Figure 1. Layout detail.
Scale bar: 10 um. Window x 43 to 68, y 21 to 46 um. Cells in grey, sequential cells in the stronger grey; small squares are vias.
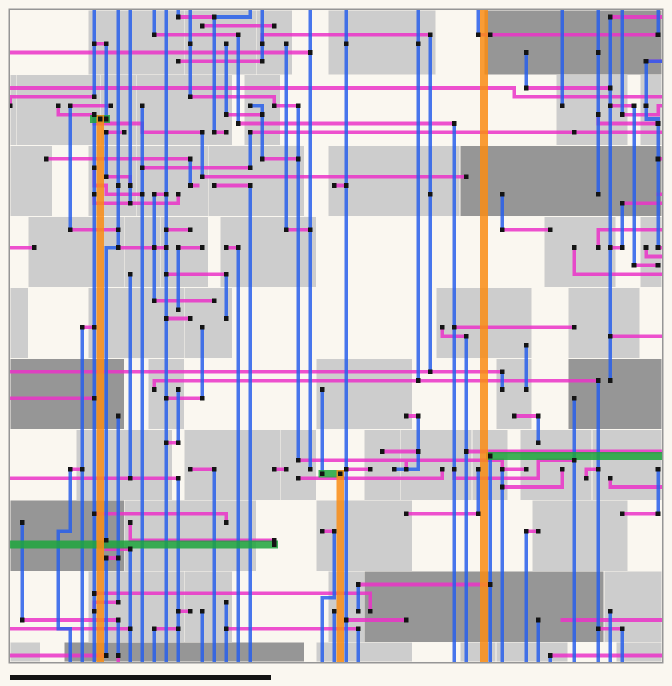
Figure 2. Cell placement.
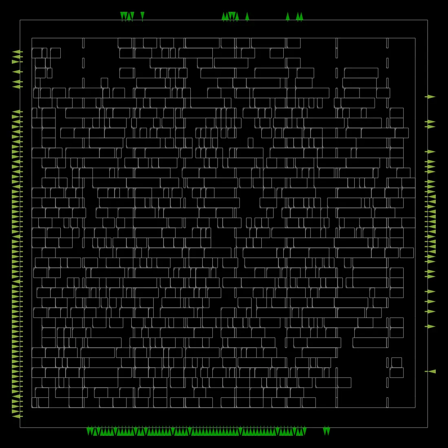
**config.mk**
```make
export PLATFORM = sky130hd
export DESIGN_NAME = watch_mode_sequencer_flat
export DESIGN_NICKNAME = d
export VERILOG_FILES = /design/src/rtl/watch_mode_sequencer_if.sv /design/src/rtl/watch_mode_sequencer.sv /design/src/flat_wrapper.sv
export SDC_FILE = /design/constraint.sdc
export NUM_CORES = 1
export LEC_CHECK = 0
export CAP_MARGIN = 20
export CORE_MARGIN = 3
export CORE_UTILIZATION = 39
export CTS_CLUSTER_DIAMETER = 100
export DETAILED_ROUTE_END_ITERATION = 8
export GPL_TIMING_DRIVEN = 0
export PLACE_DENSITY_LB_ADDON = 0.15
export SYNTH_ARGS = -nofsm -noshare
export SYNTH_HDL_FRONTEND = slang
export SYNTH_SLANG_ARGS = --single-unit
```
**constraint.sdc**
```tcl
create_clock -name clk -period 2.05 [get_ports clk]
set_input_delay 0.41 -clock clk [delete_from_list [all_inputs] [get_ports clk]]
set_output_delay 0.41 -clock clk [all_outputs]
set_load 0.02 [all_outputs]
```
**src/rtl/watch_mode_sequencer_if.sv**
```systemverilog
// Button, live-source and display/commit signals of watch_mode_sequencer.
// master = the surrounding watch controller, slave = the sequencer itself.
interface watch_mode_sequencer_if #(
    parameter int NUM_MODES   = 4,
    parameter int NUM_DIGITS  = 7,
    parameter int EDIT_DIGITS = 4
);
    localparam int MW = (NUM_MODES > 1) ? $clog2(NUM_MODES) : 1;

    logic                              mode_next;
    logic                              set_btn;
    logic                              next_digit;
    logic                              up_btn;
    logic [NUM_MODES*NUM_DIGITS*4-1:0] src_data;
    logic [NUM_MODES-1:0]              src_char;

    logic [MW-1:0]                     mode;
    logic                              editing;
    logic [NUM_DIGITS*4-1:0]           disp_data;
    logic                              disp_char;
    logic [NUM_DIGITS-1:0]             disp_blank;
    logic                              commit_valid;
    logic [MW-1:0]                     commit_mode;
    logic [EDIT_DIGITS*4-1:0]          commit_data;

    modport master (
        output mode_next, set_btn, next_digit, up_btn, src_data, src_char,
        input  mode, editing, disp_data, disp_char, disp_blank,
               commit_valid, commit_mode, commit_data
    );

    modport slave (
        input  mode_next, set_btn, next_digit, up_btn, src_data, src_char,
        output mode, editing, disp_data, disp_char, disp_blank,
               commit_valid, commit_mode, commit_data
    );
endinterface

```
**src/rtl/watch_mode_sequencer.sv**
```systemverilog
// Mode/display sequencer with a cursor-based digit edit session and one-cycle commit strobe.
// Optional cursor blink is enabled by defining WATCHCTRL_BLINK_EN.
module watch_mode_sequencer #(
    parameter int                   NUM_MODES   = 4,
    parameter int                   NUM_DIGITS  = 7,
    parameter int                   EDIT_DIGITS = 4,
    parameter logic [NUM_MODES-1:0] EDIT_MASK   = 4'b1101,
    parameter int                   BLINK_DIV   = 4
) (
    input logic                   clk,
    input logic                   reset,
    watch_mode_sequencer_if.slave bus
);
    localparam int MW = (NUM_MODES > 1) ? $clog2(NUM_MODES) : 1;
    localparam int CW = (NUM_DIGITS > 1) ? $clog2(NUM_DIGITS) : 1;
    localparam int LO = NUM_DIGITS - EDIT_DIGITS;
    localparam int DW = NUM_DIGITS * 4;
    localparam int EW = EDIT_DIGITS * 4;
    localparam logic [CW-1:0] CUR_TOP = CW'(NUM_DIGITS - 1);
    localparam logic [CW-1:0] CUR_LOW = CW'(LO);
    localparam logic [MW-1:0] MODE_LAST = MW'(NUM_MODES - 1);

    typedef enum logic [1:0] {
        VIEW   = 2'd0,
        EDIT   = 2'd1,
        COMMIT = 2'd2
    } state_t;

    state_t                state;
    logic [MW-1:0]         mode_q;
    logic [CW-1:0]         cursor;
    logic [EW-1:0]         edit_buf;
    logic                  editing_q;
    logic [DW-1:0]         disp_data_q;
    logic                  disp_char_q;
    logic                  commit_valid_q;
    logic [MW-1:0]         commit_mode_q;
    logic [EW-1:0]         commit_data_q;
    logic [NUM_DIGITS-1:0] disp_blank_d;

    logic [DW-1:0]         live_digits;
    logic                  live_char;
    logic                  live_editable;
    logic [EW-1:0]         edit_buf_inc;
    logic [DW-1:0]         edit_view;
    logic [CW-1:0]         cursor_left;
    logic                  enter_edit;

    function automatic logic [3:0] bump_digit(input logic [3:0] d, input logic char_mode);
        if (char_mode) begin
            return d + 4'd1;
        end
        return (d >= 4'd9) ? 4'd0 : d + 4'd1;
    endfunction

    // Everything the current mode selects: its live digits, char flag and editability.
    always_comb begin
        live_digits   = '0;
        live_char     = 1'b0;
        live_editable = 1'b0;
        for (int m = 0; m < NUM_MODES; m++) begin
            if (mode_q == MW'(m)) begin
                live_digits   = bus.src_data[m*DW +: DW];
                live_char     = bus.src_char[m];
                live_editable = EDIT_MASK[m];
            end
        end
    end

    always_comb begin
        edit_buf_inc = edit_buf;
        for (int k = 0; k < EDIT_DIGITS; k++) begin
            if (cursor == CW'(LO + k)) begin
                edit_buf_inc[k*4 +: 4] = bump_digit(edit_buf[k*4 +: 4], live_char);
            end
        end
        edit_view              = '0;
        edit_view[DW-1 -: EW]  = edit_buf;
    end

    assign cursor_left = (cursor == CUR_LOW) ? CUR_TOP : cursor - CW'(1);
    assign enter_edit  = (state == VIEW) && bus.set_btn && live_editable;

    // Display and commit registers follow the state held before the edge, which gives
    // the one-cycle lag between a state change and the data that goes with it.
    always_ff @(posedge clk or posedge reset) begin
        if (reset) begin
            state          <= VIEW;
            mode_q         <= '0;
            cursor         <= CUR_TOP;
            edit_buf       <= '0;
            editing_q      <= 1'b0;
            disp_data_q    <= '0;
            disp_char_q    <= 1'b0;
            commit_valid_q <= 1'b0;
            commit_mode_q  <= '0;
            commit_data_q  <= '0;
        end else begin
            disp_char_q    <= live_char;
            disp_data_q    <= (state == VIEW) ? live_digits : edit_view;
            commit_valid_q <= (state == COMMIT);
            if (state == COMMIT) begin
                commit_mode_q <= mode_q;
                commit_data_q <= edit_buf;
            end

            case (state)
                VIEW: begin
                    if (enter_edit) begin
                        state     <= EDIT;
                        editing_q <= 1'b1;
                        edit_buf  <= live_digits[DW-1 -: EW];
                        cursor    <= CUR_TOP;
                    end else if (bus.mode_next) begin
                        mode_q <= (mode_q == MODE_LAST) ? '0 : mode_q + MW'(1);
                    end
                end
                EDIT: begin
                    if (bus.set_btn) begin
                        state     <= COMMIT;
                        editing_q <= 1'b0;
                    end else if (bus.mode_next) begin
                        state     <= VIEW;
                        editing_q <= 1'b0;
                    end else begin
                        if (bus.up_btn) begin
                            edit_buf <= edit_buf_inc;
                        end
                        if (bus.next_digit) begin
                            cursor <= cursor_left;
                        end
                    end
                end
                COMMIT: begin
                    state <= VIEW;
                end
                default: begin
                    state     <= VIEW;
                    editing_q <= 1'b0;
                end
            endcase
        end
    end

`ifdef WATCHCTRL_BLINK_EN
    localparam int BW = (BLINK_DIV > 1) ? $clog2(BLINK_DIV) : 1;
    localparam logic [BW-1:0] BLINK_LAST = BW'(BLINK_DIV - 1);

    logic [BW-1:0] blink_cnt;
    logic          blink_on;

    // Each session starts with the cursor visible; the phase flips every BLINK_DIV cycles.
    always_ff @(posedge clk or posedge reset) begin
        if (reset) begin
            blink_cnt <= '0;
            blink_on  <= 1'b1;
        end else if (enter_edit) begin
            blink_cnt <= '0;
            blink_on  <= 1'b1;
        end else if (state == EDIT) begin
            if (blink_cnt == BLINK_LAST) begin
                blink_cnt <= '0;
                blink_on  <= ~blink_on;
            end else begin
                blink_cnt <= blink_cnt + BW'(1);
            end
        end
    end

    always_comb begin
        disp_blank_d = '0;
        for (int d = 0; d < NUM_DIGITS; d++) begin
            if (editing_q && !blink_on && (cursor == CW'(d))) begin
                disp_blank_d[d] = 1'b1;
            end
        end
    end
`else
    assign disp_blank_d = '0;
`endif

    assign bus.mode         = mode_q;
    assign bus.editing      = editing_q;
    assign bus.disp_data    = disp_data_q;
    assign bus.disp_char    = disp_char_q;
    assign bus.disp_blank   = disp_blank_d;
    assign bus.commit_valid = commit_valid_q;
    assign bus.commit_mode  = commit_mode_q;
    assign bus.commit_data  = commit_data_q;
endmodule

```
**src/flat_wrapper.sv**
```systemverilog
// flat-port wrapper written by rule: the top's interface ports become plain ports
module watch_mode_sequencer_flat 
#(
    parameter int                   NUM_MODES   = 4,
    parameter int                   NUM_DIGITS  = 7,
    parameter int                   EDIT_DIGITS = 4,
    parameter logic [NUM_MODES-1:0] EDIT_MASK   = 4'b1101,
    parameter int                   BLINK_DIV   = 4
)
  (clk, reset, bus_mode_next, bus_set_btn, bus_next_digit, bus_up_btn, bus_src_data, bus_src_char, bus_mode, bus_editing, bus_disp_data, bus_disp_char, bus_disp_blank, bus_commit_valid, bus_commit_mode, bus_commit_data);
  watch_mode_sequencer_if #(.NUM_MODES(NUM_MODES), .NUM_DIGITS(NUM_DIGITS), .EDIT_DIGITS(EDIT_DIGITS)) bus_i ();
  input logic clk;
  input logic reset;
  input wire logic [$bits(bus_i.mode_next)-1:0] bus_mode_next;
  input wire logic [$bits(bus_i.set_btn)-1:0] bus_set_btn;
  input wire logic [$bits(bus_i.next_digit)-1:0] bus_next_digit;
  input wire logic [$bits(bus_i.up_btn)-1:0] bus_up_btn;
  input wire logic [$bits(bus_i.src_data)-1:0] bus_src_data;
  input wire logic [$bits(bus_i.src_char)-1:0] bus_src_char;
  output wire logic [$bits(bus_i.mode)-1:0] bus_mode;
  output wire logic [$bits(bus_i.editing)-1:0] bus_editing;
  output wire logic [$bits(bus_i.disp_data)-1:0] bus_disp_data;
  output wire logic [$bits(bus_i.disp_char)-1:0] bus_disp_char;
  output wire logic [$bits(bus_i.disp_blank)-1:0] bus_disp_blank;
  output wire logic [$bits(bus_i.commit_valid)-1:0] bus_commit_valid;
  output wire logic [$bits(bus_i.commit_mode)-1:0] bus_commit_mode;
  output wire logic [$bits(bus_i.commit_data)-1:0] bus_commit_data;
  assign bus_i.mode_next = bus_mode_next;
  assign bus_i.set_btn = bus_set_btn;
  assign bus_i.next_digit = bus_next_digit;
  assign bus_i.up_btn = bus_up_btn;
  assign bus_i.src_data = bus_src_data;
  assign bus_i.src_char = bus_src_char;
  assign bus_mode = bus_i.mode;
  assign bus_editing = bus_i.editing;
  assign bus_disp_data = bus_i.disp_data;
  assign bus_disp_char = bus_i.disp_char;
  assign bus_disp_blank = bus_i.disp_blank;
  assign bus_commit_valid = bus_i.commit_valid;
  assign bus_commit_mode = bus_i.commit_mode;
  assign bus_commit_data = bus_i.commit_data;
  watch_mode_sequencer #(.NUM_MODES(NUM_MODES), .NUM_DIGITS(NUM_DIGITS), .EDIT_DIGITS(EDIT_DIGITS), .EDIT_MASK(EDIT_MASK), .BLINK_DIV(BLINK_DIV)) u_core (.clk(clk), .reset(reset), .bus(bus_i));
endmodule
```
==> results.txt <==
first-pass GRT wire length - 23.3 mm
Slew headroom - 0.495
fraction of layout cells with a size suffix above 1 - 0.148
# IOs - 180
area share, top type - 0.407
Final HPWL DP - 11.7 mm
Sink Count - 72
Post-route DRC - 0
Hold/Removal Path Class - reg2reg
Vias - 4429
hold wc startpoint - u_core.bus.commit_data[4]
worst path cell trace - inv_2 > ha_2 > buf_6 > clkbuf_8 > nand2_1 > o211ai_1 > o221a_2 > nand3_1 > nand4_1
Flops after synth - 72
Crit path buffers/inverters - 3
Final min period - 2.04 ns
Comb/total area - 0.353
H-tree levels - 3
Starting Density - 0.409
#MultiIn Comb - 344
initial antenna violation count - 0
core footprint - 10500 sq um
total CTS buffers - 9
syn avg cell area - 9.21 sq um
die span in y - 111 um
# setup viols final - 0
GRT Overall Usage - 0.238
clkbuf count - 12
clock-cell share of area - 0.0344
Biggest Area Class - logic gates
Required @ worst endpoint - 2.34 ns
per-cell routed wire length - 19.0 um
post-synth top area cell - dfrtp_1
grt met3 use - 0.0606
First-pass DRT Iterations - 5
crit-path max cell delay - 0.45 ns
bufs w/o clock - 215
Data arrival, critical path - 2.34 ns
skew final - 0.0118 ns
setup TNS - 0 ns
clk latency late pin - 0.36 ns
number of global-route vias before repair - 4429
layer with the highest usage - met2
WL final - 15.3 mm
Worst R2R Start - u_core.bus.mode[0]
OpenROAD warnings - 41
pin count of the biggest net entering global routing - 38
IO buf count - 172
Signal inverters - 22
PwrDens - 1590 nW/um^2
Clock Tree Buf Depth - 2
Fmax - 489 MHz
post-synthesis cell count - 467
synthesis area per yosys - 4300 sq um
clock root buffer - clkbuf_8
R2R Setup Slk - 0.005 ns
initial drt markers - 257
chip area - 12300 sq um
count of library flops with an enable pin - 0
Logic area - 2380 sq um
FFs w/ async S/R, synth - 1.00
met2 usage - 0.405
antenna-violating nets left - 0
CTS tree - built
reg-to-reg critical path endpoint - u_core.edit_buf[10]
Post-synth top flop - dfrtp_1
Post-Syn Area - 4300 sq um
Layout Cells excl Fill - 805
Max VDD drop - 828 uV
outcome - finished clean
Worst-path clk slew - 0.08 ns
Max Slew Vio Count - 0
n_taps - 136
About Figure 1:
met4: drawn in orange. met2: drawn in blue. met1: drawn in magenta. met3: drawn in green.
Sequential cells in the window: 3. Most frequent: clkdlybuf4s50_1 (14), nand2_1 (7), o211ai_1 (4). 42 logic cells have their middle in the window. Netlist names of flops here include `u_core.edit_buf` (2), `u_core.bus.disp_data` (1).

About Figure 2:
sequential cell area share: 0.268
fillers: 900
flip-flops: 72
Rows: 37

[stage by stage]
stage | hold slack, ns | util | total power [mW] | setup WS (ns) | instance area [sq um]
6_report | 0.492 | 0.641 | 10.7 | 0.00537 | 6730
5_1_grt | 0.515 | 0.641 | 11.3 | -0.0255 | 6730
4_1_cts | 0.495 | 0.627 | 10.3 | 0.000123 | 6590
3_5_place_dp | 0.476 | 0.594 | 8.67 | -0.318 | 6240
3_3_place_gp | 0.465 | 0.592 | 8.49 | -0.251 | 6220
2_1_floorplan | 0.499 | - | 6.24 | 0.0406 | 4330
[worst register-to-register path, cell delays in order, from the launching register on]
cell      delay (ns)
dfrtp_2         0.45
inv_2           0.10
ha_2            0.19
buf_6           0.15
clkbuf_8        0.17
nand2_1         0.06
o211ai_1        0.35
o221a_2         0.32
nand3_1         0.09
nand4_1         0.10
[layer usage]
layer,up-vias,routed length (um)
li1,2035,-
met1,2133,5940
met2,228,7470
met3,33,1360
met4,0,483
met5,-,0
[cells in the final DEF, fill, tap and decap left out, types with 4 or more instances in the layout]
cell type,count
o221ai_2,4
conb_1,7
buf_6,7
clkbuf_1,8
nand3b_1,8
inv_1,17
mux2i_1,15
nor3_1,4
o211ai_1,13
a21oi_1,26
clkdlybuf4s50_1,172
clkbuf_8,12
dfrtp_1,68
nor2_1,25
mux2_2,13
o21ai_0,44
nand3_1,11
and3b_1,12
buf_4,17
nor2_2,4
buf_2,5
nand2_1,69
ha_1,18
o221ai_1,9
[flip-flops by register name, indices dropped and copies added, names as in the netlist]
| register | flops |
|---|---|
| u_core.bus.disp_char | 1 |
| u_core.bus.commit_mode | 2 |
| u_core.bus.commit_data | 16 |
| u_core.state | 2 |
| u_core.bus.editing | 1 |
| u_core.cursor | 3 |
| u_core.edit_buf | 16 |
| u_core.bus.disp_data | 28 |
| u_core.bus.commit_valid | 1 |
| u_core.bus.mode | 2 |
[power by group]
part / leakage [nW] / internal [mW] / switching (mW)
combinational: 1.90 / 2.98 / 3.75
sequential: 0.882 / 2.11 / 0.515
clock: 0.113 / 0.755 / 0.566
[logic make-up (layout without fill, tap and decap cells)]
| family | after synthesis | in the layout | share of synthesized area |
|---|---|---|---|
| AND/OR/NAND/NOR | 158 | 158 | 0.184 |
| AND-OR/OR-AND | 130 | 130 | 0.204 |
| adder cells (fa/ha/maj) | 21 | 21 | 0.0611 |
| flip-flops | 72 | 72 | 0.420 |
| multiplexers | 28 | 28 | 0.0690 |
| other | 1 | 7 | 0.000872 |
| buffers and inverters | 57 | 253 | 0.0623 |
[how the worst max path moves through the flow]
stage | from | slack [ns] | end
finish | u_core.bus.mode[0] | 0.005 | u_core.edit_buf[10]
global route | u_core.bus.mode[0] | -0.03 | u_core.edit_buf[6]
CTS | u_core.bus.mode[1] | 0.0001 | u_core.edit_buf[11]
detailed placement | bus_set_btn | -0.32 | u_core.edit_buf[11]
global placement | bus_set_btn | -0.25 | u_core.edit_buf[11]
floorplan | u_core.bus.mode[0] | 0.04 | u_core.edit_buf[11]
[what timing repair did]
action | CTS | global route
setup buffers | 3 | 4
setup endpoints to repair | 36 | 30
pin swaps | 4 | 5
gates resized | 28 | 23
Power and IR drop assume default switching activity.
